===== config.mk =====
export PLATFORM = sky130hd
export DESIGN_NAME = gate_bist_ctrl_flat
export DESIGN_NICKNAME = d
export VERILOG_FILES = /design/src/rtl/gate_bist_ctrl_if.sv /design/src/rtl/gate_bist_ctrl.sv /design/src/flat_wrapper.sv
export SDC_FILE = /design/constraint.sdc
export NUM_CORES = 1
export LEC_CHECK = 0
export CORE_MARGIN = 3
export CORE_UTILIZATION = 32
export DETAILED_ROUTE_END_ITERATION = 8
export GPL_TIMING_DRIVEN = 0
export PLACE_DENSITY = 0.52
export SETUP_SLACK_MARGIN = 0.4
export SLEW_MARGIN = 10
export SYNTH_ARGS = -nofsm -noshare
export SYNTH_HDL_FRONTEND = slang
export SYNTH_SLANG_ARGS = --single-unit

===== constraint.sdc =====
create_clock -name clk -period 1.8 [get_ports clk]
set_input_delay 0.36 -clock clk [delete_from_list [all_inputs] [get_ports clk]]
set_output_delay 0.36 -clock clk [all_outputs]
set_load 0.02 [all_outputs]

===== src/rtl/gate_bist_ctrl_if.sv =====
// Signal bundle between the gate BIST sequencer and its surroundings.
// master: the requester / gate side (drives start and the gate output).
// slave:  the sequencer itself.
interface gate_bist_if;
  logic       start;
  logic       gate_a;
  logic       gate_b;
  logic       gate_y;
  logic       busy;
  logic       done;
  logic       pass;
  logic [3:0] fail_mask;
  logic [1:0] first_fail;

  modport master (
    output start, gate_y,
    input  gate_a, gate_b, busy, done, pass, fail_mask, first_fail
  );

  modport slave (
    input  start, gate_y,
    output gate_a, gate_b, busy, done, pass, fail_mask, first_fail
  );
endinterface


===== src/rtl/gate_bist_ctrl.sv =====
// Built-in self-test sequencer for a 2-input logic gate. Walks {a,b}
// through 00,01,10,11, lets each vector settle, samples the gate output
// once per vector and reports pass / per-vector failure mask.
module gate_bist_ctrl #(
  parameter logic [3:0] TRUTH  = 4'b0111,
  parameter int         SETTLE = 2
) (
  input logic       clk,
  input logic       rst,
  gate_bist_if.slave bus
);

  if (SETTLE < 1 || SETTLE > 15) begin : g_settle_range
    $error("gate_bist_ctrl: SETTLE must be in 1..15");
  end

  localparam int            CW       = $clog2(SETTLE + 1);
  localparam logic [CW-1:0] CNT_LAST = CW'(SETTLE - 1);
  localparam logic [CW-1:0] CNT_ONE  = CW'(1);

  typedef enum logic [1:0] {IDLE, WAIT, SAMPLE, FINISH} state_t;

  state_t        state_q;
  logic [1:0]    vec_q;
  logic [CW-1:0] cnt_q;
  logic          gate_a_q;
  logic          gate_b_q;
  logic          busy_q;
  logic          done_q;
  logic          pass_q;
  logic [3:0]    fail_mask_q;
  logic [1:0]    first_fail_q;

  logic [3:0]    fail_mask_d;
  logic [1:0]    vec_d;

  // Lowest set bit index of the failure mask; 0 when the mask is empty.
  function automatic logic [1:0] lowest_fail(input logic [3:0] m);
    logic [1:0] idx;
    idx = 2'd0;
    for (int i = 3; i >= 0; i--) begin
      if (m[i]) idx = 2'(i);
    end
    return idx;
  endfunction

  // Mask including the vector being sampled this cycle (gate_y only matters in SAMPLE).
  always_comb begin
    fail_mask_d = fail_mask_q;
    vec_d       = vec_q + 2'd1;
    if (state_q == SAMPLE && bus.gate_y != TRUTH[vec_q]) begin
      fail_mask_d[vec_q] = 1'b1;
    end
  end

  // Sequencer FSM with all outputs registered.
  always_ff @(posedge clk) begin
    if (rst) begin
      state_q      <= IDLE;
      vec_q        <= 2'd0;
      cnt_q        <= '0;
      gate_a_q     <= 1'b0;
      gate_b_q     <= 1'b0;
      busy_q       <= 1'b0;
      done_q       <= 1'b0;
      pass_q       <= 1'b0;
      fail_mask_q  <= 4'd0;
      first_fail_q <= 2'd0;
    end else begin
      done_q <= 1'b0;
      case (state_q)
        IDLE: begin
          if (bus.start) begin
            state_q      <= WAIT;
            vec_q        <= 2'd0;
            cnt_q        <= '0;
            gate_a_q     <= 1'b0;
            gate_b_q     <= 1'b0;
            busy_q       <= 1'b1;
            pass_q       <= 1'b0;
            fail_mask_q  <= 4'd0;
            first_fail_q <= 2'd0;
          end
        end
        WAIT: begin
          if (cnt_q == CNT_LAST) begin
            state_q <= SAMPLE;
            cnt_q   <= '0;
          end else begin
            cnt_q <= cnt_q + CNT_ONE;
          end
        end
        SAMPLE: begin
          fail_mask_q <= fail_mask_d;
          if (vec_q == 2'd3) begin
            // Results are taken from the updated mask so vector 3 counts.
            state_q      <= FINISH;
            gate_a_q     <= 1'b0;
            gate_b_q     <= 1'b0;
            busy_q       <= 1'b0;
            done_q       <= 1'b1;
            pass_q       <= ~|fail_mask_d;
            first_fail_q <= lowest_fail(fail_mask_d);
          end else begin
            state_q  <= WAIT;
            vec_q    <= vec_d;
            gate_a_q <= vec_d[1];
            gate_b_q <= vec_d[0];
          end
        end
        FINISH: begin
          state_q <= IDLE;
        end
        default: begin
          state_q <= IDLE;
        end
      endcase
    end
  end

  assign bus.gate_a     = gate_a_q;
  assign bus.gate_b     = gate_b_q;
  assign bus.busy       = busy_q;
  assign bus.done       = done_q;
  assign bus.pass       = pass_q;
  assign bus.fail_mask  = fail_mask_q;
  assign bus.first_fail = first_fail_q;

endmodule


===== src/flat_wrapper.sv =====
// flat-port wrapper written by rule: the top's interface ports become plain ports
module gate_bist_ctrl_flat 
#(
  parameter logic [3:0] TRUTH  = 4'b0111,
  parameter int         SETTLE = 2
)
  (clk, rst, bus_start, bus_gate_y, bus_gate_a, bus_gate_b, bus_busy, bus_done, bus_pass, bus_fail_mask, bus_first_fail);
  gate_bist_if bus_i ();
  input logic clk;
  input logic rst;
  input wire logic [$bits(bus_i.start)-1:0] bus_start;
  input wire logic [$bits(bus_i.gate_y)-1:0] bus_gate_y;
  output wire logic [$bits(bus_i.gate_a)-1:0] bus_gate_a;
  output wire logic [$bits(bus_i.gate_b)-1:0] bus_gate_b;
  output wire logic [$bits(bus_i.busy)-1:0] bus_busy;
  output wire logic [$bits(bus_i.done)-1:0] bus_done;
  output wire logic [$bits(bus_i.pass)-1:0] bus_pass;
  output wire logic [$bits(bus_i.fail_mask)-1:0] bus_fail_mask;
  output wire logic [$bits(bus_i.first_fail)-1:0] bus_first_fail;
  assign bus_i.start = bus_start;
  assign bus_i.gate_y = bus_gate_y;
  assign bus_gate_a = bus_i.gate_a;
  assign bus_gate_b = bus_i.gate_b;
  assign bus_busy = bus_i.busy;
  assign bus_done = bus_i.done;
  assign bus_pass = bus_i.pass;
  assign bus_fail_mask = bus_i.fail_mask;
  assign bus_first_fail = bus_i.first_fail;
  gate_bist_ctrl #(.TRUTH(TRUTH), .SETTLE(SETTLE)) u_core (.clk(clk), .rst(rst), .bus(bus_i));
endmodule

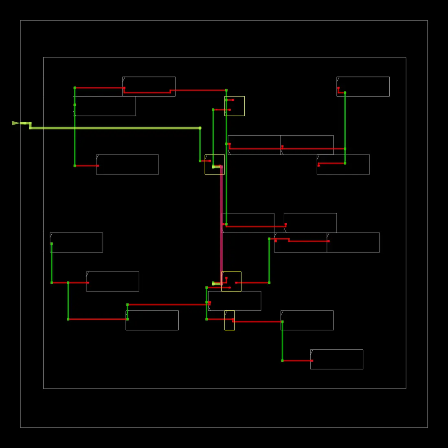
Run 1: clock nets
CTS sink count: 17
Flops: 17

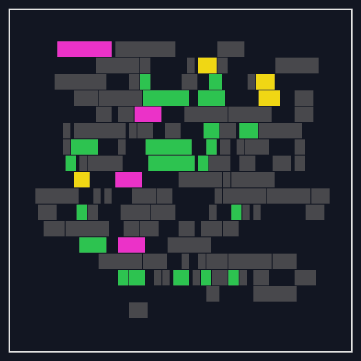
Run 1: selected gate families
(6 px per µm)
aoi and oai cells -> green  # cells 20, most used a21oi_1
non-inverting ao/oa cells -> yellow  # cells 4
fa/ha/maj cells -> magenta  # cells 4, most used ha_1

==> out/qor.txt, run 1 <==
Drt pass-1 iters -> 3
Routed met2 length -> 804 µm
CORE AREA -> 2340 µm²
Slew HR -> 0.6742
CP top delay family -> flip-flops
Setup slack after layout -> 284.1 ps
Top Consumer -> registers
Top non-seq family -> AND-OR/OR-AND gates
Ratio of final minimum period to clock period -> 0.8422
Top cell type by total area after synthesis -> dfxtp_1
Reg2Reg Launch Point -> u_core.vec_q[1]
Via count -> 691
Final core occ -> 0.4957
DRT iter0 DRCs -> 5
Hold_sp -> u_core.bus.busy
Nets@finish -> 120
Area growth from synthesis to layout -> 40.24%
Worst-path fanout max -> 3
Synth cell types -> 32
Post-synthesis net count -> 94
Met1 WL -> 919 µm
Stages on the worst setup path -> 6
Top FF cell, synth -> dfxtp_1
Logic Gate Count -> 60
Gr ovfl total -> 0
Clk ins delay skew pair -> 290 ps
Clock transition at path regs -> 100 ps
Flip-flops with a built-in enable -> 0
# Taps -> 28
Most numerous logic cell after layout -> dfxtp_1
Critical path's slowest cell -> dfxtp_4
Synth top cell by count -> dfxtp_1
WL met3 -> 66 µm
Inverters -> 3
PwrDens -> 594.5 nW/µm²
Area after DPL -> 1022 µm²
Adder share -> 0.06051
Top cells by area -> dfxtp_1 41%, buf_6 6.8%, ha_1 6.1%, nor2_1 5.4%, a21oi_1 4.8%
Flop share of the area -> 0.2999
Min Hold Slack -> 458.2 ps
Share of power burned in registers -> 0.561
Post-Synthesis Cells -> 86
Synth Cell Area -> 827.0 µm²
Inserted Clock Buffers -> 3
Status -> finished, final reports clean
Crit path capture type -> flop
H-tree depth -> 1
Reg area -> 347.8 µm²
Maximum vdd drop -> 0.3095 mV
F_max -> 659.7 MHz
Nonclk buf count -> 27
# rows -> 17
Crit-path cells -> ha_4 > buf_6 > xnor2_4 > a31oi_4 > and3_4 > a32o_1
DR WL/cell -> 12.99 µm
Crit path from -> u_core.vec_q[1]
Max-Cap Viols -> 0
Post-detail-place hpwl -> 1195 µm
Dpl cells -> 128
PortBufs -> 14
Yosys reg bits -> 17
Yosys simple share -> 0.1815
Worst reg2reg setup slack -> 280 ps
XOR Share, Synth -> 0.01967
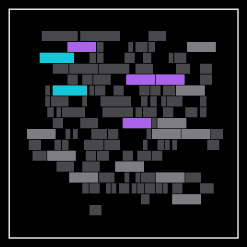
Run 1: register map, names as in the netlist
(4 px per µm) Other sequential cells in the stronger gray, the rest of the logic in the fainter gray.
u_core.bus.fail_mask -> purple  # sequential cells 4
u_core.vec_q -> cyan  # sequential cells 2
not colored = 11

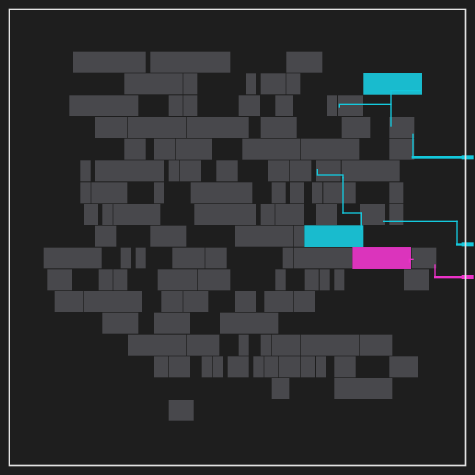
Run 1: port wiring
(8 px per µm)
bus_first_fail -> cyan  # bits 2, direction output, edge right, end cells 2, buffers 2, wire 49.8 µm
bus_done -> magenta  # bits 1, direction output, edge right, end cells 1, buffers 1, wire 5.80 µm

Run 1, metal layers overlaid:
(6 px per µm)
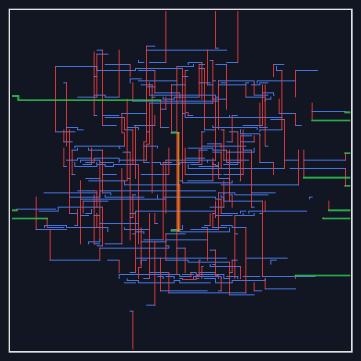

==> run 2: changes to the inputs <==
--- a/config.mk
+++ b/config.mk
@@ -9,7 +9,7 @@
 export CORE_UTILIZATION = 32
 export DETAILED_ROUTE_END_ITERATION = 8
 export GPL_TIMING_DRIVEN = 0
-export PLACE_DENSITY = 0.52
+export PLACE_DENSITY = 0.54
 export SETUP_SLACK_MARGIN = 0.4
 export SLEW_MARGIN = 10
 export SYNTH_ARGS = -nofsm -noshare
==> constraint.sdc (replaced) <==
create_clock -name clk -period 1.3 [get_ports clk]
set_input_delay 0.26 -clock clk [delete_from_list [all_inputs] [get_ports clk]]
set_output_delay 0.26 -clock clk [all_outputs]
set_load 0.02 [all_outputs]
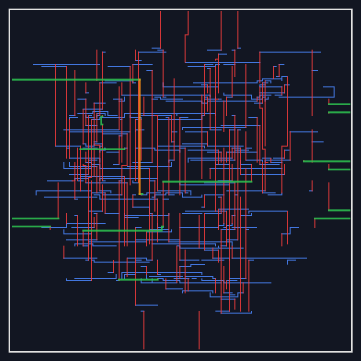
Run 2: metal layers overlaid
(6 px per µm)
M4 -> orange  # wire length 19.0 µm
M3 -> green  # wire length 107 µm
M2 -> red  # wire length 1,020 µm
M1 -> blue  # wire length 939 µm

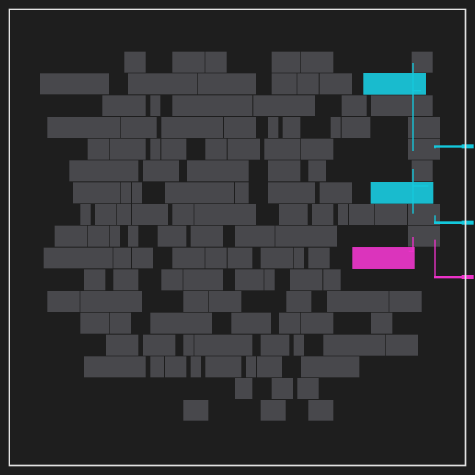
Run 2: port wiring
(8 px per µm)
bus_done -> magenta  # bits 1, direction output, edge right, end cells 1, buffers 1, wire 10.2 µm
bus_first_fail -> cyan  # bits 2, direction output, edge right, end cells 2, buffers 2, wire 27.0 µm

==> run 2 against run 1 <==
  * The flow now finishes with violations (setup timing)
  * Register-to-register slack lost 510 ps
  * Worst setup slack worse by 510 ps
  * Power is 48% higher
==> out/qor.txt, run 2 <==
Status -> finished with violations (was finished, final reports clean)
Failing checks -> setup timing
RR Endpoint -> u_core.bus.pass (unchanged)
Setup TNS -> -1007 ps (was 0 ps)
Routed met2 length -> 1017 µm (was 804 µm)
Startpoint Class -> flop (unchanged)
Yosys simple share -> 0.1815 (unchanged)
Yosys Instances -> 86 (unchanged)
# Taps -> 28 (unchanged)
# rows -> 17 (unchanged)
Total power -> 1.023 mW (was 689.5 µW)
Synth Cell Area -> 827.0 µm² (unchanged)
Share of layout cells above drive strength 1 -> 0.6825 (was 0.3063)
XOR Share, Synth -> 0.01967 (unchanged)
Reg area -> 371.6 µm² (was 347.8 µm²)
Flip-flops with a built-in enable -> 0 (unchanged)
Worst hold endpoint -> u_core.bus.fail_mask[0] (was u_core.bus.busy)
CP top delay family -> flip-flops (unchanged)
Post-synthesis average cell area -> 9.617 µm² (unchanged)
Dominant class by area -> combinational gates (unchanged)
Crit path capture type -> flop (unchanged)
Most numerous logic cell after layout -> buf_6 (was dfxtp_1)
Clock transition at path regs -> 100 ps (about the same)
Crit path from -> u_core.vec_q[1] (unchanged)
Hold Fails Final Rpt -> 0 (unchanged)
Max-slew violations -> 0 (unchanged)
Stages on the worst setup path -> 6 (unchanged)
Nets@finish -> 135 (was 120)
Max FFs per register -> 4 (unchanged)
Worst reg2reg setup slack -> -220 ps (was 280 ps)
Post-detail-place hpwl -> 1157 µm (was 1195 µm)
PortBufs -> 14 (unchanged)
Number of hold buffers added after cts -> 0 (unchanged)
Clk ins delay skew pair -> 300 ps (was 290 ps)
Flops -> 17 (unchanged)
Power Combinational -> 198 µW (was 92.2 µW)
Met1 WL -> 939 µm (was 919 µm)
Multi-input gate share of total cell area -> 0.3978 (was 0.4315)
Yosys reg bits -> 17 (unchanged)
Placer Congestion -> 0.7000 (was 0.6936)
Combinational power share -> 0.194 (was 0.134)
H-tree depth -> 1 (unchanged)
Reg2Reg Launch Point -> u_core.vec_q[1] (unchanged)
Fraction of area in non-clock buffers -> 0.2972 (was 0.2060)
Maximum vdd drop -> 0.7122 mV (was 0.3095 mV)
DR WL/cell -> 13.52 µm (was 12.99 µm)
Clock tree buffer depth -> 2 (unchanged)
Synth top cells by count -> 17 x dfxtp_1, 12 x nor2_1, 8 x a21oi_1, 5 x buf_6 (unchanged)
Ratio of final minimum period to clock period -> 1.171 (was 0.8422)
Area growth from synthesis to layout -> 76.10% (was 40.24%)
Filler cells -> 200 (was 233)
WL met3 -> 106 µm (was 66 µm)
Crit-path cells -> ha_4 > buf_8 > xnor2_4 > a31oi_4 > and3_4 > a32o_1 (was ha_4 > buf_6 > xnor2_4 > a31oi_4 > and3_4 > a32o_1)
CTS sink count -> 17 (unchanged)
F_max -> 657.1 MHz (was 659.7 MHz)
I/O Pins -> 15 (unchanged)
Most frequent cells in the layout -> 22 x buf_6, 13 x buf_4, 10 x dfxtp_2 (was 15 x dfxtp_1, 12 x nor2_1, 8 x a21oi_1)
Die Span X -> 56.84 µm (unchanged)
CTS Root Cell -> clkbuf_4 (unchanged)
Non-Filler Cell Area, Final -> 1456 µm² (was 1160 µm²)
Synth top cell by count -> dfxtp_1 (unchanged)
Synth Warn # -> 0 (unchanged)
Synth cell types -> 32 (unchanged)
Post-synthesis net count -> 94 (unchanged)
Via count -> 768 (was 691)
Area after DPL -> 1054 µm² (was 1022 µm²)
Flop share of the area -> 0.2552 (was 0.2999)
Clock share of power -> 0.286 (was 0.305)
Slew HR -> 0.7949 (was 0.6742)
Nonclk buf count -> 42 (was 27)
WP data arrival -> 1710 ps (about the same)
Top FF cell, synth -> dfxtp_1 (unchanged)
Adder share -> 0.06051 (unchanged)
Critical path's slowest cell -> dfxtp_4 (unchanged)
Top cells by area -> dfxtp_1 41%, buf_6 6.8%, ha_1 6.1%, nor2_1 5.4%, a21oi_1 4.8% (unchanged)
Setup slack after layout -> -221.8 ps (was 284.1 ps)
Met3 Usage GRT -> 0.05057 (was 0.02989)
Initial Util -> 0.3535 (unchanged)
Area share, top type -> 0.4115 (unchanged)
Hold_sp -> rst (was u_core.bus.busy)
P_clk -> 292 µW (was 210 µW)
Int Pwr -> 747.9 µW (was 509.9 µW)
Critical Path RT -> 1490 ps (was 2000 ps)
Logic Gate Count -> 60 (unchanged)
CTS tree -> yes (unchanged)
Min Hold Slack -> 437.5 ps (was 458.2 ps)
Crit path to -> u_core.bus.pass (unchanged)
CORE AREA -> 2340 µm² (unchanged)
Largest net degree at the start of global routing -> 11 (unchanged)
Psw -> 274.9 µW (was 179.6 µW)
Worst-Margin Slew -> 307.7 ps (was 488.8 ps)
Setup Fix Bufs, Post-CTS -> 17 (was 5)
Met2 GRT Util -> 0.2211 (was 0.1584)
Share of power burned in registers -> 0.520 (was 0.561)
Final WL -> 2082 µm (was 1806 µm)
Total GRT Usage -> 0.1297 (was 0.1091)
Inserted Clock Buffers -> 3 (unchanged)
P_leak -> 0.5581 nW (was 0.4587 nW)
Clock-cell share of area -> 0.01804 (was 0.02265)
Gr ovfl total -> 0 (unchanged)
Max-Cap Viols -> 0 (unchanged)
OpenROAD warning count -> 32 (unchanged)
Top sig layer -> met4 (unchanged)
Post-Synthesis Cells -> 86 (unchanged)
DRT iter0 DRCs -> 8 (was 5)
Antenna viol nets, final -> 0 (unchanged)
Die area -> 3231 µm² (unchanged)
Yosys chip area -> 827.0 µm² (unchanged)
Top Consumer -> registers (unchanged)
PwrDens -> 702.3 nW/µm² (was 594.5 nW/µm²)
Dpl cells -> 128 (unchanged)
Top cell type by total area after synthesis -> dfxtp_1 (unchanged)
Setup Skew -> 6.258 ps (was 2.729 ps)
Worst Path Buf+Inv -> 1 (unchanged)
Drt pass-1 iters -> 4 (was 3)
Final core occ -> 0.6225 (was 0.4957)
Inverters -> 3 (unchanged)
Final setup viols -> 7 (was 0)
R2R depth -> 6 (unchanged)
Clock Buffer Count -> 4 (unchanged)
Sw Ratio -> 0.2688 (was 0.2605)
PostCTS Resize Cnt -> 99 (was 19)
Worst-path fanout max -> 3 (unchanged)
Seq pwr -> 532 µW (was 387 µW)
Top non-seq family -> AND-OR/OR-AND gates (unchanged)
Seq/Total Area, Yosys -> 0.4115 (unchanged)
==> run 3: changes to the inputs <==
--- a/config.mk
+++ b/config.mk
@@ -5,6 +5,7 @@
 export SDC_FILE = /design/constraint.sdc
 export NUM_CORES = 1
 export LEC_CHECK = 0
+export ABC_CLOCK_PERIOD_IN_PS = 1300
 export CORE_MARGIN = 3
 export CORE_UTILIZATION = 32
 export DETAILED_ROUTE_END_ITERATION = 8
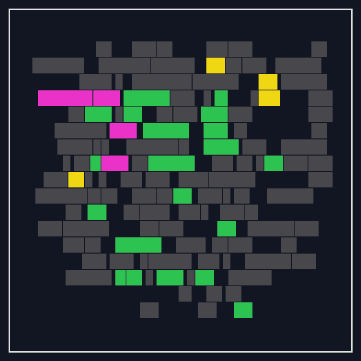
Run 3: selected gate families
(6 px per µm)
fa/ha/maj cells -> magenta  # cells 4, most used ha_1
non-inverting ao/oa cells -> yellow  # cells 4
aoi and oai cells -> green  # cells 20, most used a21oi_2
Layout Cells excl Fill: 154
most numerous logic cell after layout: buf_6
multi-input gate share of total cell area: 0.3978

==> run 3 against run 2 <==
  * The run still ends with setup timing left
  * Largest power group unchanged
  * Global-route usage stayed put
  * Wire length stayed put
  * Die area stayed put
  * Sequential cell count stayed put
  * Synthesized cell count stayed put
  * Highest routed layer unchanged
  * Clock skew stayed put
  * Clock-buffer cell count stayed put
  * Synthesized area stayed put
==> out/qor.txt, run 3 <==
# rows -> 17 (unchanged)
Top Consumer -> registers (unchanged)
Flop share of the area -> 0.2552 (unchanged)
Worst-Margin Slew -> 307.7 ps (unchanged)
Number of hold buffers added after cts -> 0 (unchanged)
PwrDens -> 702.3 nW/µm² (unchanged)
WL met3 -> 106 µm (unchanged)
Top sig layer -> met4 (unchanged)
CORE AREA -> 2340 µm² (unchanged)
Final setup viols -> 7 (unchanged)
OpenROAD warning count -> 32 (unchanged)
Post-Synthesis Cells -> 86 (unchanged)
Synth top cell by count -> dfxtp_1 (unchanged)
Clock tree buffer depth -> 2 (unchanged)
Placer Congestion -> 0.7000 (unchanged)
Reg area -> 371.6 µm² (unchanged)
Hold Fails Final Rpt -> 0 (unchanged)
Share of power burned in registers -> 0.520 (about the same)
Status -> finished with violations (unchanged)
Maximum vdd drop -> 0.7122 mV (unchanged)
Area after DPL -> 1054 µm² (unchanged)
Startpoint Class -> flop (unchanged)
CTS sink count -> 17 (unchanged)
Post-detail-place hpwl -> 1157 µm (unchanged)
Area share, top type -> 0.4115 (unchanged)
Setup Fix Bufs, Post-CTS -> 17 (unchanged)
Initial Util -> 0.3535 (unchanged)
Area growth from synthesis to layout -> 76.10% (unchanged)
Top FF cell, synth -> dfxtp_1 (unchanged)
Filler cells -> 200 (unchanged)
H-tree depth -> 1 (unchanged)
Failing checks -> setup timing (unchanged)
Clock transition at path regs -> 100 ps (about the same)
Top cell type by total area after synthesis -> dfxtp_1 (unchanged)
Share of layout cells above drive strength 1 -> 0.6825 (unchanged)
Gr ovfl total -> 0 (unchanged)
Die area -> 3231 µm² (unchanged)
Inverters -> 3 (unchanged)
P_leak -> 0.5581 nW (unchanged)
CTS Root Cell -> clkbuf_4 (unchanged)
Reg2Reg Launch Point -> u_core.vec_q[1] (unchanged)
Largest net degree at the start of global routing -> 11 (unchanged)
Setup TNS -> -1007 ps (unchanged)
Antenna viol nets, final -> 0 (unchanged)
Synth top cells by count -> 17 x dfxtp_1, 12 x nor2_1, 8 x a21oi_1, 5 x buf_6 (unchanged)
Flops -> 17 (unchanged)
Clock-cell share of area -> 0.01804 (unchanged)
F_max -> 657.1 MHz (unchanged)
Yosys reg bits -> 17 (unchanged)
Dpl cells -> 128 (unchanged)
Die Span X -> 56.84 µm (unchanged)
XOR Share, Synth -> 0.01967 (unchanged)
Synth cell types -> 32 (unchanged)
Non-Filler Cell Area, Final -> 1456 µm² (unchanged)
Combinational power share -> 0.194 (about the same)
Drt pass-1 iters -> 4 (unchanged)
Logic Gate Count -> 60 (unchanged)
Top non-seq family -> AND-OR/OR-AND gates (unchanged)
Met1 WL -> 939 µm (unchanged)
Crit path capture type -> flop (unchanged)
Yosys chip area -> 827.0 µm² (unchanged)
Total GRT Usage -> 0.1297 (unchanged)
CTS tree -> yes (unchanged)
Stages on the worst setup path -> 6 (unchanged)
Sw Ratio -> 0.2688 (unchanged)
Fraction of area in non-clock buffers -> 0.2972 (unchanged)
Hold_sp -> rst (unchanged)
Clock share of power -> 0.286 (about the same)
Final core occ -> 0.6225 (unchanged)
Crit-path cells -> ha_4 > buf_8 > xnor2_4 > a31oi_4 > and3_4 > a32o_1 (unchanged)
Post-synthesis net count -> 94 (unchanged)
Worst Path Buf+Inv -> 1 (unchanged)
CP top delay family -> flip-flops (unchanged)
Routed met2 length -> 1017 µm (unchanged)
Inserted Clock Buffers -> 3 (unchanged)
Setup WS pre-CTS -> -498.9 ps (unchanged)
Clock Buffer Count -> 4 (unchanged)
Slew HR -> 0.7949 (unchanged)
Max-slew violations -> 0 (unchanged)
Psw -> 274.9 µW (unchanged)
Seq pwr -> 532 µW (about the same)
Met3 Usage GRT -> 0.05057 (unchanged)
Worst reg2reg setup slack -> -220 ps (about the same)
Setup slack after layout -> -221.8 ps (unchanged)
Most frequent cells in the layout -> 22 x buf_6, 13 x buf_4, 10 x dfxtp_2 (unchanged)
Flip-flops with a built-in enable -> 0 (unchanged)
Nonclk buf count -> 42 (unchanged)
Synth Cell Area -> 827.0 µm² (unchanged)
Nets@finish -> 135 (unchanged)
Via count -> 768 (unchanged)
DR WL/cell -> 13.52 µm (unchanged)
Critical path's slowest cell -> dfxtp_4 (unchanged)
Setup Skew -> 6.258 ps (unchanged)
Yosys simple share -> 0.1815 (unchanged)
Post-synthesis average cell area -> 9.617 µm² (unchanged)
R2R depth -> 6 (unchanged)
Top cells by area -> dfxtp_1 41%, buf_6 6.8%, ha_1 6.1%, nor2_1 5.4%, a21oi_1 4.8% (unchanged)
Clk ins delay skew pair -> 300 ps (about the same)
Power Combinational -> 198 µW (about the same)
P_clk -> 292 µW (about the same)
Total power -> 1.023 mW (unchanged)
DRT iter0 DRCs -> 8 (unchanged)
Crit path from -> u_core.vec_q[1] (unchanged)
Seq/Total Area, Yosys -> 0.4115 (unchanged)
Crit path to -> u_core.bus.pass (unchanged)
Worst-path fanout max -> 3 (unchanged)
PostCTS Resize Cnt -> 99 (unchanged)
Met2 GRT Util -> 0.2211 (unchanged)
Worst hold endpoint -> u_core.bus.fail_mask[0] (unchanged)
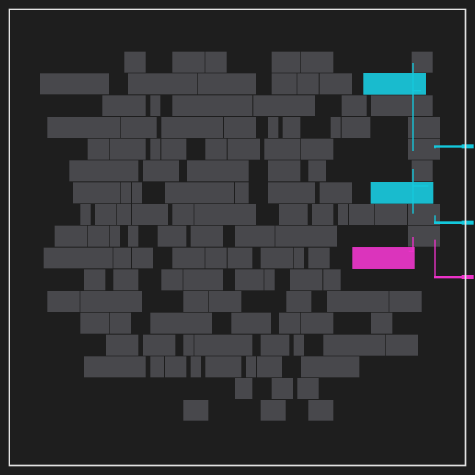
Run 3: port wiring
(8 px per µm)
bus_first_fail -> cyan  # bits 2, direction output, edge right, end cells 2, buffers 2, wire 27.0 µm
bus_done -> magenta  # bits 1, direction output, edge right, end cells 1, buffers 1, wire 10.2 µm
I/O Pins: 15
PortBufs: 14

Power figures rest on the tool's default switching activity, not on a simulated workload.
